## config.mk

```make
export PLATFORM = sky130hd
export DESIGN_NAME = present_iter
export DESIGN_NICKNAME = d
export VERILOG_FILES = /design/src/rtl/present_iter.sv
export SDC_FILE = /design/constraint.sdc
export NUM_CORES = 1
export LEC_CHECK = 0
export CAP_MARGIN = 20
export CORE_ASPECT_RATIO = 1.2
export CORE_UTILIZATION = 50
export DETAILED_ROUTE_END_ITERATION = 8
export PLACE_DENSITY = 0.76
export SLEW_MARGIN = 40
export SYNTH_ARGS = -nofsm -noshare
export SYNTH_HDL_FRONTEND = slang
export SYNTH_SLANG_ARGS = --single-unit
export TNS_END_PERCENT = 50
```

## constraint.sdc

```tcl
create_clock -name clk -period 13.95 [get_ports clk]
set_input_delay 2.79 -clock clk [delete_from_list [all_inputs] [get_ports clk]]
set_output_delay 2.79 -clock clk [all_outputs]
set_load 0.01 [all_outputs]
```

## src/rtl/present_iter.sv

```systemverilog
// Iterative PRESENT-64 encryption core.
// 80/128-bit key, configurable round count and S-box parallelism.
module present_iter #(
   parameter int KEY_WIDTH = 80,
   parameter int ROUNDS    = 31,
   parameter int SBOX_PAR  = 16
) (
   input  logic                 clk,
   input  logic                 rst,
   input  logic                 req,
   input  logic [63:0]          x,
   input  logic [KEY_WIDTH-1:0] k,
   output logic                 busy,
   output logic                 done,
   output logic [63:0]          r
);

   localparam int C  = 16 / SBOX_PAR;
   localparam int NW = (C > 1) ? $clog2(C) : 1;
   localparam int IP = (KEY_WIDTH == 80) ? 15 : 62;
   localparam logic [63:0] SBT = 64'h2174_8FE3_DA09_B65C;

   if (!(KEY_WIDTH == 80 || KEY_WIDTH == 128)) begin : g_bad_kw
      $error("present_iter: KEY_WIDTH must be 80 or 128");
   end
   if (ROUNDS < 1 || ROUNDS > 31) begin : g_bad_rounds
      $error("present_iter: ROUNDS must be 1..31");
   end
   if (!(SBOX_PAR == 1 || SBOX_PAR == 2 || SBOX_PAR == 4 ||
         SBOX_PAR == 8 || SBOX_PAR == 16)) begin : g_bad_par
      $error("present_iter: SBOX_PAR must be 1, 2, 4, 8 or 16");
   end

   typedef enum logic [1:0] {IDLE, ROUND, FINAL} state_t;

   state_t               state;
   state_t               state_nxt;
   logic [63:0]          s;
   logic [KEY_WIDTH-1:0] kr;
   logic [KEY_WIDTH-1:0] kn;
   logic [4:0]           i;
   logic [NW-1:0]        n;
   logic                 last;
   logic [63:0]          rk;
   logic [63:0]          t;
   logic [63:0]          u;
   logic [63:0]          p;
   logic [3:0]           idx;

   function automatic logic [3:0] sbox(input logic [3:0] a);
      return SBT[{a, 2'b00} +: 4];
   endfunction

   function automatic logic [63:0] perm(input logic [63:0] a);
      logic [63:0] y;
      y = '0;
      y[63] = a[63];
      for (int j = 0; j < 63; j++) y[(16 * j) % 63] = a[j];
      return y;
   endfunction

   assign rk   = kr[KEY_WIDTH-1 -: 64];
   assign last = (n == NW'(C - 1));

   // Round datapath: key add on first sub-cycle, partial S-box layer, permutation.
   always_comb begin
      idx = '0;
      t   = (n == '0) ? (s ^ rk) : s;
      u   = t;
      for (int q = 0; q < SBOX_PAR; q++) begin
         idx = 4'(int'(n) * SBOX_PAR + q);
         u[{idx, 2'b00} +: 4] = sbox(t[{idx, 2'b00} +: 4]);
      end
      p = perm(u);
   end

   // Key schedule step: rotate left 61, S-box top nibble(s), mix in counter.
   always_comb begin
      kn = {kr[KEY_WIDTH-62:0], kr[KEY_WIDTH-1:KEY_WIDTH-61]};
      kn[KEY_WIDTH-1 -: 4] = sbox(kn[KEY_WIDTH-1 -: 4]);
      if (KEY_WIDTH == 128) begin
         kn[KEY_WIDTH-5 -: 4] = sbox(kn[KEY_WIDTH-5 -: 4]);
      end
      kn[IP +: 5] = kn[IP +: 5] ^ i;
   end

   // State register.
   always_ff @(posedge clk or posedge rst) begin
      if (rst) state <= IDLE;
      else     state <= state_nxt;
   end

   // Next-state logic.
   always_comb begin
      state_nxt = state;
      unique case (state)
         IDLE:    if (req) state_nxt = ROUND;
         ROUND:   if (last && i == 5'(ROUNDS)) state_nxt = FINAL;
         FINAL:   state_nxt = IDLE;
         default: state_nxt = IDLE;
      endcase
   end

   // Cipher state, key register, round counter and outputs.
   always_ff @(posedge clk or posedge rst) begin
      if (rst) begin
         s    <= '0;
         kr   <= '0;
         i    <= '0;
         busy <= 1'b0;
         done <= 1'b0;
         r    <= '0;
      end else begin
         done <= 1'b0;
         case (state)
            IDLE: begin
               if (req) begin
                  s    <= x;
                  kr   <= k;
                  i    <= 5'd1;
                  busy <= 1'b1;
               end
            end
            ROUND: begin
               if (last) begin
                  s  <= p;
                  kr <= kn;
                  if (i != 5'h1F) i <= i + 5'd1;
               end else begin
                  s <= u;
               end
            end
            FINAL: begin
               r    <= s ^ rk;
               done <= 1'b1;
               busy <= 1'b0;
            end
            default: ;
         endcase
      end
   end

   if (C > 1) begin : g_nib
      // Nibble-group counter within a round.
      always_ff @(posedge clk or posedge rst) begin
         if (rst)                  n <= '0;
         else if (state != ROUND)  n <= '0;
         else if (last)            n <= '0;
         else                      n <= n + NW'(1);
      end
   end else begin : g_nonib
      assign n = '0;
   end

endmodule
```

==> flow_metrics.tcl <==
# collected from the flow reports
set metrics [dict create \
    status "finished clean" \
    design.portCount 213 \
    reg.largest.list "kr (80), r (64), s (64)" \
    grt_use_total_pct 29.7 \
    synth_area_sq_mm 0.0125 \
    top_logic_kind "AND-OR/OR-AND gates" \
    first_iter_violations 972 \
    crit_start "req" \
    drive_gt1_share_pct 7.20 \
    synth-edff-count 0 \
    skew_ns 0.0142 \
    place_area_sq_mm 0.0148 \
    rrSetupSlack_ns 11.32 \
    drv_slew 0 \
    yosys.stat.seqShare_pct 43.6 \
    max_stage_delay_ns 1.06 \
    pg_clk_uw 661 \
    p_comb_share_pct 60.9 \
    layout_top_cell "nand2_1" \
    top_register "kr" \
    reg2reg_from "state[0]$_DFFE_PP0P_" \
    inv_count 79 \
    nWellTaps 320 \
    crit_family "buffers and inverters" \
    lay_top_cells "263 x nand2_1, 216 x dfrtp_1, 212 x clkdlybuf4s50_1" \
    period_needed_ns 5.25 \
    final-nonclk-buf-share_pct 14.2 \
    ys_chip_area_sq_mm 0.0125 \
    timing.hold.ws_ns 0.475 \
    ys_top_cells_by_count "263 x nand2_1, 217 x dfrtp_1, 120 x o21ai_0" \
    yosys_most_used_dff "dfrtp_1" \
    gp_congestion 0.900 \
    fill_cells 2010 \
    power_leader "combinational cells" \
    nets 1727 \
    fin_util_pct 64.6 \
    grtUsageMet2_pct 48.5 \
    chipArea_sq_mm 0.0255 \
    p_clk_share_pct 13.2 \
    p_seq_share_pct 25.8 \
    syn_to_final_growth_pct 25.6 \
    setup_viol 0 \
    dr.max_layer_used "met4" \
    wl_met3_um 2820 \
    cts_root_buf "clkbuf_16" \
    antenna_left 0 \
    r2r-end "kr[20]$_DFFE_PP0P_" \
    path_cells "clkdlybuf4s50_1, o21ba_4, buf_12, buf_6, and3_1, a21oi_1, o21ai_0" \
    comb_area_sq_mm 0.00646 \
    routed-via-count 10800 \
    xor_area_share_pct 7.48 \
    routed-wl-met2_um 18100 \
    portBuffers 212 \
    rsz0062_at_grt "false" \
    drc 0 \
    max-clock-path-buffers 3 \
    syn_avg_cell_area_sq_um 9.18 \
    drv_cap 0 \
    top_cell_area_share_pct 43.6 \
    leakage_nw 6.93 \
    simple_gate_share_pct 13.6 \
    critPathKind "primary input to flop" \
    ctsResizeCount 0 \
    hold-path-endpoint "r[42]$_DFFE_PP0P_" \
    top_cells_by_area "dfrtp_1 44%, nand2_1 7.9%, ha_1 5.5%, o21ai_0 4.8%, mux4_2 4.2%" \
    seq_area_sq_mm 0.00543 \
    signal_buffers 222 \
    grt_max_degree 137 \
    n_clock_buffer 30 \
    cp.depth 7 \
    hold_viol_final 0 \
    worst_pin_slew_ns 0.904 \
    cts_setup_buffers 0 \
    sh_comb_area_pct 41.3 \
    pg_comb_mw 3.04 \
    critical_path.max_fanout 120 \
    yosys_register_bits 217 \
]
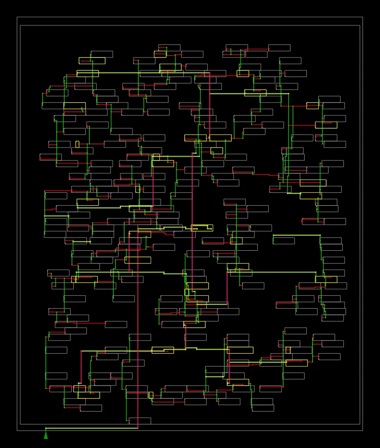
(images/clocks.png)
clk latency late pin: 0.52 ns
clk sinks: 217
cts bufs inserted: 22

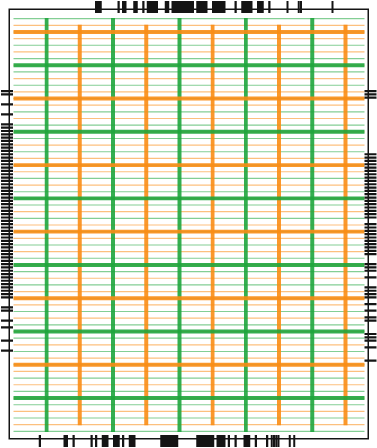
(images/power_grid.png)
Pins as bars on the die edge.
[green] VSS
[orange] VDD
rows: 62
signal pins: 213
placeable core area: 0.0242 sq mm
peak supply drop: 0.000139 V
Die X: 146 um
Die Y: 175 um

